===== config.mk =====
export PLATFORM = sky130hd
export DESIGN_NAME = rx_buffer_selecter
export DESIGN_NICKNAME = d
export VERILOG_FILES = /design/src/rtl/rx_buffer_selecter.sv
export SDC_FILE = /design/constraint.sdc
export NUM_CORES = 1
export LEC_CHECK = 0
export ABC_AREA = 1
export CAP_MARGIN = 20
export CORE_ASPECT_RATIO = 1.75
export CORE_MARGIN = 3
export CORE_UTILIZATION = 52
export CTS_CLUSTER_SIZE = 20
export DETAILED_ROUTE_END_ITERATION = 10
export PLACE_DENSITY = 0.91
export SLEW_MARGIN = 20
export SYNTH_ARGS = -nofsm -noshare
export SYNTH_HDL_FRONTEND = slang
export SYNTH_SLANG_ARGS = --single-unit

===== constraint.sdc =====
create_clock -name clk -period 12.6 [get_ports clk]
set_input_delay 1.26 -clock clk [delete_from_list [all_inputs] [get_ports clk]]
set_output_delay 1.26 -clock clk [all_outputs]
set_load 0.01 [all_outputs]

===== src/rtl/rx_buffer_selecter.sv =====
// rx_buffer_selecter
// Receive-side steering of incoming flits into NUM_BUFFERS reassembly buffers.
// Each packet gets its own buffer, chosen by source ID. Each flit is forwarded
// through a registered write port. Completed buffers are reported on
// 'complete' and stay held until the consumer releases them.
//
// Ports:
//   clk, rst            clock, asynchronous active-high reset
//   in_valid/in_ready   flit handshake from the physical receiver
//   in_flit             flit payload
//   in_flit_type        0=HEAD 1=BODY 2=TAIL 3=HEADTAIL
//   in_src_id           sender node ID
//   buf_we              one-hot write strobe (registered)
//   buf_waddr           flit index inside the selected buffer (registered)
//   buf_wdata           flit data to write (registered)
//   complete            per-buffer "holds a complete packet"
//   buf_src_id          per-buffer source ID, flat, buffer 0 in LSBs
//   buf_len             per-buffer flit count, flat, buffer 0 in LSBs
//   release_valid/idx   consumer returns a COMPLETE buffer to FREE
//   err_drop            one-cycle pulse when an accepted flit was discarded
module rx_buffer_selecter #(
    parameter int NUM_BUFFERS  = 4,
    parameter int FLIT_WIDTH   = 64,
    parameter int SRC_ID_WIDTH = 8,
    parameter int MAX_FLITS    = 16
) (
    input  logic                                           clk,
    input  logic                                           rst,
    input  logic                                           in_valid,
    output logic                                           in_ready,
    input  logic [FLIT_WIDTH-1:0]                          in_flit,
    input  logic [1:0]                                     in_flit_type,
    input  logic [SRC_ID_WIDTH-1:0]                        in_src_id,
    output logic [NUM_BUFFERS-1:0]                         buf_we,
    output logic [$clog2(MAX_FLITS)-1:0]                   buf_waddr,
    output logic [FLIT_WIDTH-1:0]                          buf_wdata,
    output logic [NUM_BUFFERS-1:0]                         complete,
    output logic [NUM_BUFFERS*SRC_ID_WIDTH-1:0]            buf_src_id,
    output logic [NUM_BUFFERS*($clog2(MAX_FLITS)+1)-1:0]   buf_len,
    input  logic                                           release_valid,
    input  logic [$clog2(NUM_BUFFERS)-1:0]                 release_idx,
    output logic                                           err_drop
);

    localparam int IDX_W  = $clog2(NUM_BUFFERS);
    localparam int ADDR_W = $clog2(MAX_FLITS);
    localparam int LEN_W  = ADDR_W + 1;

    typedef enum logic [1:0] {
        FREE     = 2'd0,
        FILLING  = 2'd1,
        COMPLETE = 2'd2
    } buf_state_t;

    buf_state_t              state_q [NUM_BUFFERS];
    buf_state_t              state_d [NUM_BUFFERS];
    logic [SRC_ID_WIDTH-1:0] src_q   [NUM_BUFFERS];
    logic [SRC_ID_WIDTH-1:0] src_d   [NUM_BUFFERS];
    logic [LEN_W-1:0]        len_q   [NUM_BUFFERS];
    logic [LEN_W-1:0]        len_d   [NUM_BUFFERS];

    logic [NUM_BUFFERS-1:0]  we_d;
    logic [ADDR_W-1:0]       waddr_d;
    logic [FLIT_WIDTH-1:0]   wdata_d;
    logic [NUM_BUFFERS-1:0]  complete_d;
    logic                    drop_d;

    logic                    is_head;
    logic                    is_last;
    logic                    match_hit;
    logic [IDX_W-1:0]        match_idx;
    logic                    free_hit;
    logic [IDX_W-1:0]        free_idx;
    logic                    accept;
    logic [IDX_W-1:0]        head_idx;
    logic [LEN_W-1:0]        cur_len;

    // Lookup of the open packet for this source and the lowest FREE buffer.
    // Both use only pre-edge state, so a buffer released this cycle is not
    // reusable until the next one.
    always_comb begin
        is_head   = (in_flit_type == 2'd0) || (in_flit_type == 2'd3);
        is_last   = (in_flit_type == 2'd2) || (in_flit_type == 2'd3);
        match_hit = 1'b0;
        match_idx = '0;
        free_hit  = 1'b0;
        free_idx  = '0;
        for (int i = 0; i < NUM_BUFFERS; i++) begin
            if (!match_hit && state_q[i] == FILLING && src_q[i] == in_src_id) begin
                match_hit = 1'b1;
                match_idx = IDX_W'(i);
            end
            if (!free_hit && state_q[i] == FREE) begin
                free_hit = 1'b1;
                free_idx = IDX_W'(i);
            end
        end
        // Only a head flit with no buffer to land in is stalled; body/tail
        // flits are always taken and dropped if they have no home.
        in_ready = !(in_valid && is_head && !match_hit && !free_hit);
        accept   = in_valid && in_ready;
        head_idx = match_hit ? match_idx : free_idx;
        cur_len  = len_q[match_idx];
    end

    // Next-state for buffer bookkeeping and the registered write port.
    always_comb begin
        state_d = state_q;
        src_d   = src_q;
        len_d   = len_q;
        we_d    = '0;
        waddr_d = buf_waddr;
        wdata_d = buf_wdata;
        drop_d  = 1'b0;

        if (accept) begin
            if (is_head) begin
                // A head for a source that already has an open packet
                // restarts that buffer and discards the partial packet.
                drop_d            = match_hit;
                src_d[head_idx]   = in_src_id;
                len_d[head_idx]   = LEN_W'(1);
                state_d[head_idx] = is_last ? COMPLETE : FILLING;
                we_d[head_idx]    = 1'b1;
                waddr_d           = '0;
                wdata_d           = in_flit;
            end else if (match_hit) begin
                if (cur_len == LEN_W'(MAX_FLITS)) begin
                    // No room left: abandon the whole packet.
                    state_d[match_idx] = FREE;
                    len_d[match_idx]   = '0;
                    drop_d             = 1'b1;
                end else begin
                    we_d[match_idx]  = 1'b1;
                    waddr_d          = cur_len[ADDR_W-1:0];
                    wdata_d          = in_flit;
                    len_d[match_idx] = cur_len + LEN_W'(1);
                    if (is_last) begin
                        state_d[match_idx] = COMPLETE;
                    end
                end
            end else begin
                drop_d = 1'b1;
            end
        end

        // State turns COMPLETE at the tail's edge, but the reported flag is
        // registered from it one edge later so the RAM has the last flit.
        for (int i = 0; i < NUM_BUFFERS; i++) begin
            complete_d[i] = (state_q[i] == COMPLETE);
            if (release_valid && release_idx == IDX_W'(i) && state_q[i] == COMPLETE) begin
                state_d[i]    = FREE;
                len_d[i]      = '0;
                complete_d[i] = 1'b0;
            end
        end
    end

    // State and output registers.
    always_ff @(posedge clk or posedge rst) begin
        if (rst) begin
            for (int i = 0; i < NUM_BUFFERS; i++) begin
                state_q[i] <= FREE;
                src_q[i]   <= '0;
                len_q[i]   <= '0;
            end
            buf_we    <= '0;
            buf_waddr <= '0;
            buf_wdata <= '0;
            complete  <= '0;
            err_drop  <= 1'b0;
        end else begin
            state_q   <= state_d;
            src_q     <= src_d;
            len_q     <= len_d;
            buf_we    <= we_d;
            buf_waddr <= waddr_d;
            buf_wdata <= wdata_d;
            complete  <= complete_d;
            err_drop  <= drop_d;
        end
    end

    // Flatten per-buffer registers onto the status buses.
    always_comb begin
        buf_src_id = '0;
        buf_len    = '0;
        for (int i = 0; i < NUM_BUFFERS; i++) begin
            buf_src_id[i*SRC_ID_WIDTH +: SRC_ID_WIDTH] = src_q[i];
            buf_len[i*LEN_W +: LEN_W]                  = len_q[i];
        end
    end

endmodule


==> run_1/registers.png <==
Other sequential cells in the stronger gray, the rest of the logic in the fainter gray.
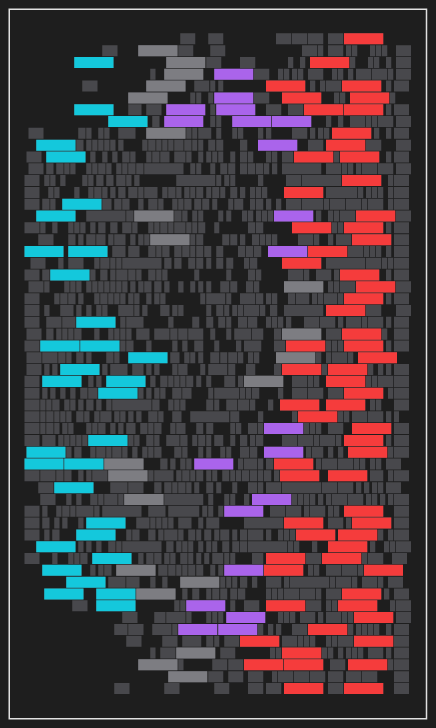
buf_src_id: shown in cyan, placed flops 32, where a column on the left. buf_len: shown in purple, placed flops 20. buf_wdata: shown in red, placed flops 64, where a column on the right.
Another 21 sequential cells are not colored.

==> run_1/pdn.png <==
Pins as bars on the die edge.
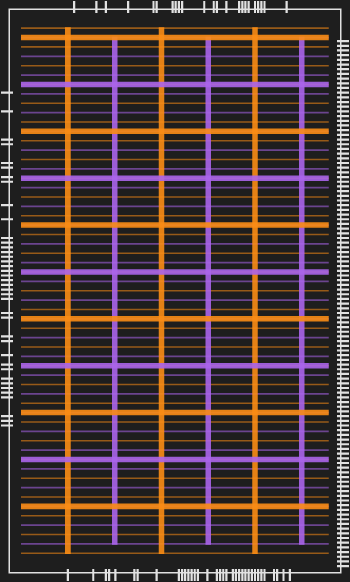
VDD: shown in purple. VSS: shown in orange.
57 met1 rails follow the rows. 11 straps on met5. 210 signal pins sit on the boundary.
CORE AREA: 0.0136 mm²
die x size: 95.7 µm
VDD IR max: 0.136 mV
Die Span Y: 163 µm

==> results_dict.tcl, run 1 <==
# flow metrics
set metrics [dict create \
    nFillCells 1000 \
    ctsHoldBuffers 0 \
    area_delta_synth_final_pct 37.4 \
    final_util 0.741 \
    ys_warn_count 0 \
    crit_top_cell "nand2_1" \
    top_area_cell "dfrtp_1" \
    path_clk_slew_ns 0.07 \
    drive_gt1_frac 0.0618 \
    dp_hpwl_um 18400 \
    ys.flops 137 \
    hold_viol_final 0 \
    drc 0 \
    grt_max_degree 71 \
    fp_nets 1099 \
    outcome "finished, final reports clean" \
    gr-total-overflow 0 \
    yosysMostFrequentCell "nand2_1" \
    numCtsBuffers 17 \
    slowest_delay_ns 0.70 \
    async_flop_share 1.00 \
    crit_path_start_kind "input pin" \
    insertion_delay_ns 0.43 \
    synth-main-ff-cell "dfrtp_1" \
    netlist.area_leader.share 0.468 \
    antenna_cells 0 \
]
==> run_1/gate_families.png <==
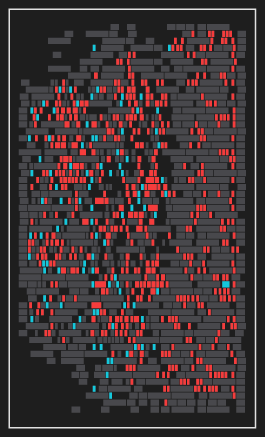
inverters: shown in cyan, cells 98, most used inv_1. NAND gates: shown in red, cells 520, most used nand2_1, where all over the die.

==> run_1/met1.png <==
Supply wires on this layer in gray.
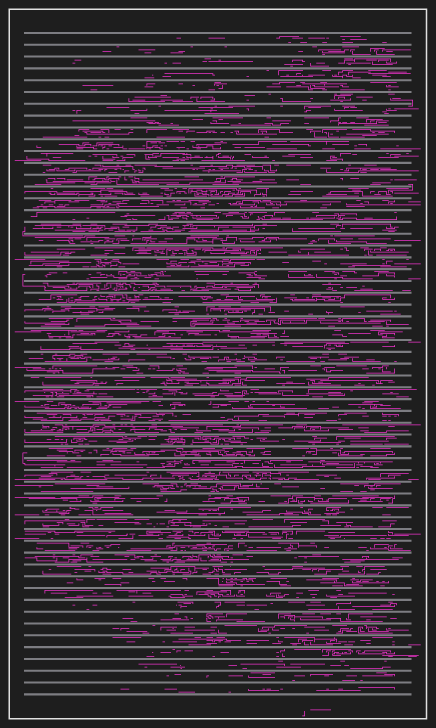
The longest straight run is 27.6 µm. The layer carries 8,190 µm of wire. 1,155 nets have wire on it. The layer holds 33% of the routed length. The wires run mostly horizontal.

## run 1: stage by stage
step	instances	hold WS, ns	setup slack (ns)	area [µm²]
floorplan	1014	0.453	7.67	7330
global placement	1370	0.453	6.75	9490
detailed placement	1370	0.459	6.62	9490
CTS	1402	0.475	7.00	10100
global route	1403	0.502	6.81	10100
finish	1403	0.470	7.24	10100
## run 1: registers in the layout, summed over array words and instances, names as in the netlist
signal      count
buf_len        20
state_q         8
complete        4
buf_wdata      64
buf_waddr       4
buf_src_id     32
buf_we          4
err_drop        1
## run 1: path summary, 6_finish.rpt
kind | startpoint | endpoint | slack (ns)
max in group asynchronous | rst | buf_we[0] | 9.98
min in group asynchronous | rst | buf_wdata[43] | 1.31
worst max-delay path | in_src_id[7] | buf_wdata[58] | 7.24
worst min register to register | buf_wdata[40] | buf_wdata[40] | 0.47
worst min-delay path | buf_wdata[40] | buf_wdata[40] | 0.47
worst max register to register | buf_src_id[17] | buf_wdata[58] | 8.50
## run 1: power by group
group          total, W  leakage, nW  internal (W)  switching, W
clock          0.000480        0.269      0.000264      0.000215
combinational   0.00103         3.10      0.000464      0.000563
sequential     0.000756         1.71      0.000608      0.000148
total           0.00226         5.08       0.00134      0.000927
## run 1: worst register-to-register path, stage by stage, from the launching register on
cell and delay (ns):
dfrtp_1 0.38, inv_1 0.07, nand2_1 0.09, nand2_1 0.06
nor2_1 0.16, nand2_1 0.07, nor2_1 0.09, nand2_1 0.16
nor2_1 0.51, a21oi_1 0.14, nand3_1 0.18, inv_1 0.09
ha_1 0.19, nand4_1 0.17, nor2_4 0.13, a21oi_4 0.12
buf_4 0.55, inv_2 0.37, buf_12 0.28, nand2_1 0.13
nand2_1 0.06
## run 1: layout by cell type, fill, tap and decap left out, types with 2 or more instances in the layout
cell type	n
o21ai_0	53
o211ai_1	2
inv_1	85
dfrtp_1	137
clkbuf_16	17
nand2_2	3
inv_8	2
ha_1	5
inv_6	8
nand2_1	426
nand3b_1	5
clkinv_4	2
mux2_2	4
inv_2	12
o21ai_1	9
and3_1	2
nand4_1	15
xor2_1	3
nor2_1	82
a21oi_1	22
xnor2_1	4
nor3_1	15
nand2_4	2
buf_4	3
nand3_2	3
and2_1	2
o32ai_1	2
clkdlybuf4s50_1	209
o21bai_1	2
clkinvlp_4	3
nor4_1	3
nor2_2	10
nand3_1	65
## run 1: routing by layer
metal | up-vias | part of all wire | GRT usage
li1 | 3602 | - | -
met1 | 3589 | 0.33 | 0.331
met2 | 470 | 0.50 | 0.570
met3 | 133 | 0.094 | 0.0834
met4 | 0 | 0.081 | 0.247
met5 | - | 0 | 0
## run 1: layout make-up
| type | count | area share |
|---|---|---|
| clock buffer | 18 | 0.0436 |
| clock inverter | 14 | 0.0123 |
| inverter | 98 | 0.0370 |
| multi-input combinational | 749 | 0.333 |
| sequential | 137 | 0.340 |
| tap | 174 | 0.0216 |
| timing repair buffer | 213 | 0.212 |
## run 1: kinds of logic (layout without fill, tap and decap cells)
family	after synthesis	after routing	synth area share
simple gates	638	638	0.365
flops	137	137	0.468
buf+inv	128	343	0.0753
xor+xnor	7	7	0.00837
fa+ha+maj	5	5	0.00854
mux	4	4	0.00615
compound gates	95	95	0.0690
==> run_1/final_clocks.png <==
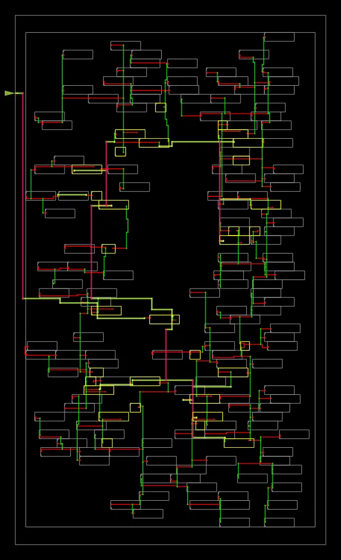

--- run 2 (diff from run 1) ---
CORE_UTILIZATION = 44   (was 52)
PLACE_DENSITY = 0.83   (was 0.91)
clock period = 4.4 ns   (was 12.6 ns; I/O delays follow)
==> run_2/final_clocks.png <==
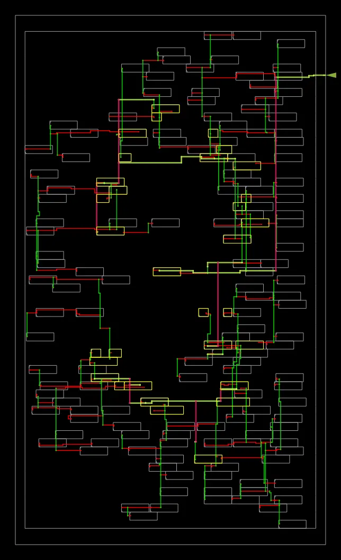
clk latency late pin: 0.43 ns
Seq cells: 137
clock buf count: 18

==> run_2/registers.png <==
Other sequential cells in the stronger gray, the rest of the logic in the fainter gray.
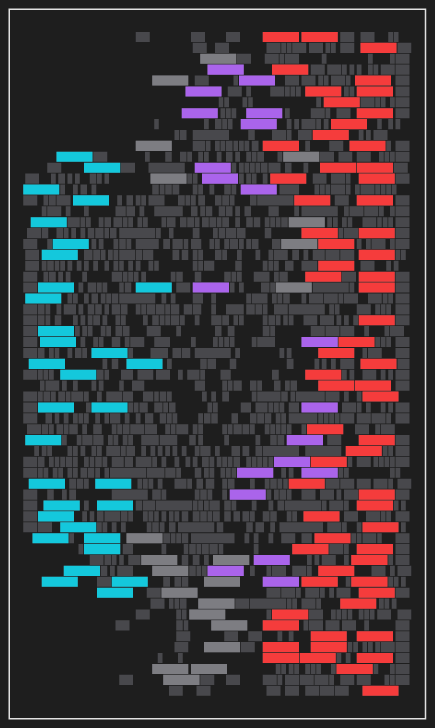
buf_wdata: shown in red, placed flops 64, where a column on the right. buf_len: shown in purple, placed flops 20. buf_src_id: shown in cyan, placed flops 32.
Another 21 sequential cells are not colored.
Seq. cell area: 0.00343 mm²
seq pwr: 0.00215 W
Final Core Density: 0.638

==> run_2/gate_families.png <==
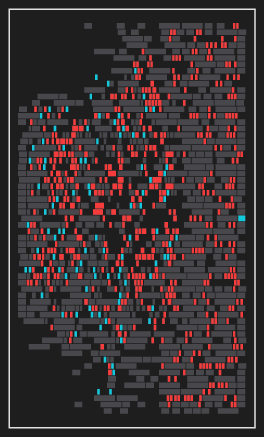
NAND gates: shown in red, cells 520, most used nand2_1. inverters: shown in cyan, cells 98, most used inv_1.

==> run 2 against run 1 <==
Net effect:
- synthesized cell count unchanged
- clock skew decreased by 0.00072 ns
- utilization decreased by 10 points
- first-iteration DRC count decreased by 23%
- clock-buffer cell count unchanged
- power increased to 2.9 times the previous value
- combinational power increased to 2.9 times the previous value
- critical endpoint is now buf_len[17]
- largest power group unchanged
==> results_dict.tcl, run 2 <==
# flow metrics
set metrics [dict create \
    intPower_w 0.00396 \
    ys.flops 137 \
    dp_slack_ns 0.316 \
    core-area_mm2 0.0161 \
    synth-main-ff-cell "dfrtp_1" \
    ir_worst_vdd_mv 0.411 \
    hold_viol_final 0 \
    path_clk_slew_ns 0.06 \
    final_common_cell "nand2_1" \
    die.size.y_um 177 \
    die_x_um 104 \
    gr-total-overflow 0 \
    setup_ws_ns 0.676 \
    numCtsBuffers 17 \
    comb_power_share 0.446 \
    outcome "finished, final reports clean" \
    slowest_delay_ns 0.74 \
    yosysMostFrequentCell "nand2_1" \
    mostFrequentLayoutCells "nand2_1, clkdlybuf4s50_1, dfrtp_1" \
    dp_hpwl_um 18900 \
    top_area_cell "dfrtp_1" \
    p_switching_w 0.00263 \
]
run 2: cell counts after synthesis:
No cell type changed its count.
run 2: final timing paths:
kind	slack, ns	cells after the start	to	from
worst max-delay path	0.68	21	buf_len[17]	in_src_id[7]
worst min-delay path	0.47	2	buf_wdata[39]	buf_wdata[39]
worst max register to register	0.83	18	state_q[5]	state_q[6]
worst min register to register	0.47	2	buf_wdata[39]	buf_wdata[39]
max in group asynchronous	2.84	3	buf_wdata[11]	rst
min in group asynchronous	0.64	2	buf_wdata[31]	rst
run 2: metrics by stage:
| stage | util | instance area [µm²] | power [W] | instances | hold slack, ns |
|---|---|---|---|---|---|
| 6_report | 0.638 | 10300 | 0.00659 | 1459 | 0.470 |
| 5_1_grt | 0.638 | 10300 | 0.00699 | 1459 | 0.490 |
| 4_1_cts | 0.638 | 10300 | 0.00661 | 1459 | 0.473 |
| 3_5_place_dp | 0.599 | 9650 | 0.00509 | 1427 | 0.457 |
| 3_3_place_gp | 0.599 | 9650 | 0.00504 | 1427 | 0.452 |
| 2_1_floorplan | - | 7330 | 0.00358 | 1014 | 0.453 |
run 2: power by group through the flow:
stage / Sequential (W) / Combinational (W) / Clock, W
after floorplan: 0.00228 / 0.00130 / 0
after global placement: 0.00215 / 0.00289 / 0
after detailed placement: 0.00216 / 0.00293 / 0
after CTS: 0.00215 / 0.00295 / 0.00152
after global routing: 0.00221 / 0.00321 / 0.00157
final: 0.00215 / 0.00294 / 0.00150
run 2: routing by layer:
metal / vias up / wire length (µm) / GRT usage
met5: - / 0 / 0
met4: 0 / 1790 / 0.184
met3: 109 / 1720 / 0.0628
met2: 393 / 12500 / 0.489
met1: 3553 / 8640 / 0.274
li1: 3630 / - / -
run 2: kinds of logic after synthesis:
group	synth area share
compound gates	0.0690
xor+xnor	0.00837
fa+ha+maj	0.00854
buf+inv	0.0753
flops	0.468
mux	0.00615
simple gates	0.365
run 2: layout make-up:
class                           instances  area, µm²  area share
Sequential cell                       137       3430       0.334
Timing Repair Buffer                  223       2220       0.216
Multi-Input combinational cell        749       3360       0.327
Tap cell                              220        275      0.0268
Clock inverter                         14        181      0.0177
Inverter                               98        373      0.0363
Clock buffer                           18        439      0.0427
run 2: worst min-delay path: cells and delay by family (launching register included):
| kind | cells | cell delay (ns) |
|---|---|---|
| flip-flops | 1 | 0.34 |
| AND/OR/NAND/NOR | 2 | 0.10 |
==> run_2/met1.png <==
Supply wires on this layer in gray.
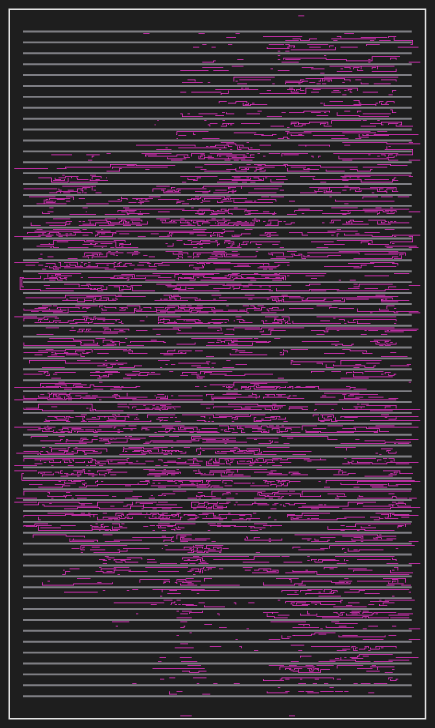

--- run 3 (diff from run 2) ---
clock period = 3.41 ns   (was 4.4 ns; I/O delays follow)
==> run_3/met1.png <==
Supply wires on this layer in gray.
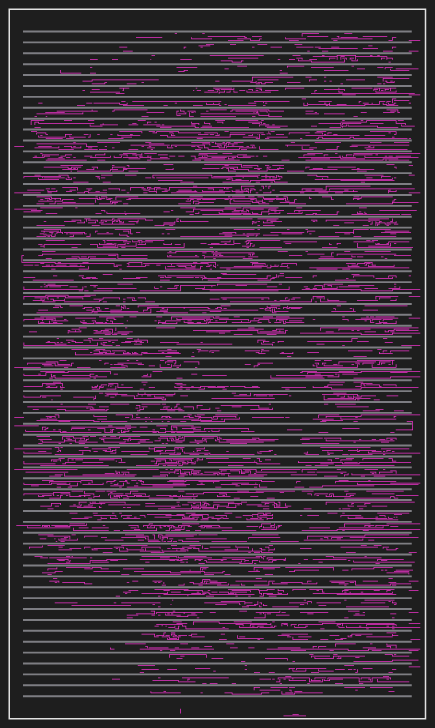
1,242 nets have wire on it. The layer carries 9,150 µm of wire. The wires run mostly horizontal.

==> run_3/registers.png <==
Other sequential cells in the stronger gray, the rest of the logic in the fainter gray.
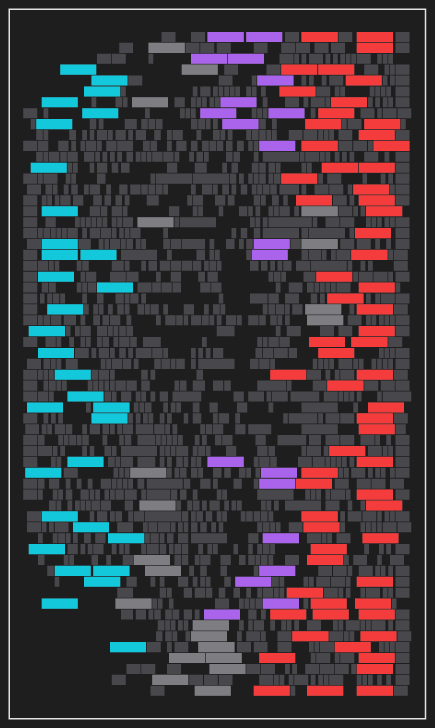
buf_wdata: shown in red, placed flops 64, where a column on the right. buf_len: shown in purple, placed flops 20. buf_src_id: shown in cyan, placed flops 32, where a column on the left.

==> run 3 against run 2 <==
Net effect:
- worst hold slack got worse by 0.022 ns
- sequential power rose by 29%
- via count grew 5.2%
- clock power grew 24%
- worst setup slack worse by 0.41 ns
- final cell count up 6.0%
- routed wire length grew 7.8%
- first-iteration DRC count decreased by 15%
- combinational power up 42%
- power is 34% higher
- register-to-register slack worse by 0.52 ns
- clock-buffer cell count stayed put
- critical path type unchanged
- largest cell class unchanged
==> results_dict.tcl, run 3 <==
# flow metrics
set metrics [dict create \
    p_switching_w 0.00349 \
    core-area_mm2 0.0161 \
    comb_power_share 0.474 \
    grt_max_degree 138 \
    arrival_ns 3.46 \
    drc 0 \
    netlist.area_leader.share 0.468 \
    dp_hpwl_um 20700 \
    top_area_cell "dfrtp_1" \
    stdcell_count 1547 \
    ir_worst_vdd_mv 0.452 \
    hold_viol_final 0 \
    final_util 0.680 \
    power_frac_seq 0.315 \
    crit_path_start_kind "input pin" \
    outcome "finished, final reports clean" \
    async_flop_share 1.00 \
    switching_share 0.396 \
    die.size.y_um 177 \
    insertion_delay_ns 0.43 \
    gr-total-overflow 0 \
    slowest_delay_ns 0.47 \
    drv_cap 0 \
    synth-main-ff-cell "dfrtp_1" \
    mostFrequentLayoutCells "nand2_1, clkdlybuf4s50_1, dfrtp_1" \
    power.share.clock 0.211 \
    antenna_cells 0 \
    ys.flops 137 \
    fp_nets 1099 \
    drive_gt1_frac 0.131 \
    area_delta_synth_final_pct 49.4 \
    intPower_w 0.00532 \
    finalHoldWorstSlack_ns 0.448 \
    regMostFlops "buf_wdata" \
    criticalPathCategory "input pin to flip-flop" \
    nFillCells 1343 \
    die_x_um 104 \
    ys_warn_count 0 \
    final_common_cell "nand2_1" \
    largest_reg_flops 64 \
    finalClockPeriodUsage 0.923 \
    path_clk_slew_ns 0.07 \
    yosysMostFrequentCell "nand2_1" \
    post-place-cells 1515 \
    hp-class "input pin to flip-flop" \
    rsz0062_at_grt "false" \
]
==> run_3/final_clocks.png <==
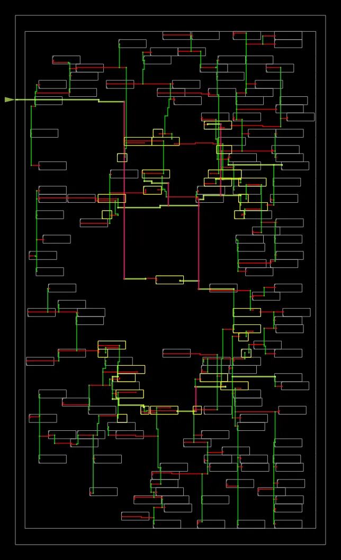
clock buffer count from CTS: 17
clk_skew: 0.0139 ns
clock-net power: 0.00186 W
clk sinks: 137

run 3: cell types whose count changed in the layout (fill, tap and decap cells not counted):
cell        delta
buf_4         +85
inv_8          -4
buf_12         +3
clkinvlp_4     +2
inv_6          +2
bufinv_16      -1
clkinv_8       +1
o21ai_0        -1
o21ai_1        +1
run 3: final timing paths:
check                                 to      startpoint  slack (ns)  cells past startpoint
setup / recovery              buf_len[5]    in_src_id[3]        0.26                     23
hold / removal             buf_wdata[16]     in_flit[16]        0.45                      3
setup reg to reg              buf_len[5]  buf_src_id[17]        0.31                     21
hold reg to reg            buf_wdata[10]   buf_wdata[10]        0.47                      2
max in group asynchronous  buf_src_id[1]             rst        2.37                      3
min in group asynchronous  buf_wdata[14]             rst        0.51                      3
run 3: cell type report:
class,instances,area [µm²],share of cell area
Clock inverter,14,156,0.0143
Multi-Input combinational cell,749,3360,0.307
Clock buffer,18,439,0.0401
Timing Repair Buffer,311,2920,0.267
Tap cell,220,275,0.0251
Inverter,98,372,0.0339
Sequential cell,137,3430,0.313
run 3: logic make-up after synthesis:
kind of cell / share of synthesized area
adder cells (fa/ha/maj): 0.00854
multiplexers: 0.00615
AND-OR/OR-AND: 0.0690
flip-flops: 0.468
XOR/XNOR: 0.00837
AND/OR/NAND/NOR: 0.365
buffers and inverters: 0.0753
run 3: per-layer routing:
metal | up-vias | wire length [µm] | global-route usage
li1 | 3800 | - | -
met3 | 120 | 1550 | 0.0548
met5 | - | 0 | 0
met2 | 396 | 13700 | 0.531
met1 | 3771 | 9150 | 0.294
met4 | 0 | 2240 | 0.228
run 3: power groups by stage:
stage               clock network [W]  registers (W)  logic [W]
floorplan                           0        0.00294    0.00167
global route                  0.00195        0.00285    0.00456
finish                        0.00186        0.00277    0.00418
global placement                    0        0.00278    0.00410
detailed placement                  0        0.00278    0.00417
CTS                           0.00189        0.00277    0.00419
run 3: repair_timing:
item                                   in CTS  in global routing
setup endpoints to repair                   0                  2
resized                                     0                  1
endpoints found under the hold margin       0                  0
hold buffers                                0                  0
run 3: worst register-to-register path, delay by kind of cell (launching register included):
family,cells,cell delay [ns]
buf+inv,3,0.33
fa+ha+maj,1,0.15
compound gates,1,0.17
flops,1,0.44
simple gates,16,1.92
run 3: metrics by stage:
step | cell area, µm² | power, W | setup slack [ns]
floorplan | 7330 | 0.00462 | 0.582
global placement | 10400 | 0.00688 | -0.0964
detailed placement | 10400 | 0.00695 | -0.139
CTS | 10900 | 0.00885 | 0.299
global route | 10900 | 0.00936 | 0.0155
finish | 10900 | 0.00881 | 0.264
Power and IR drop assume default switching activity.
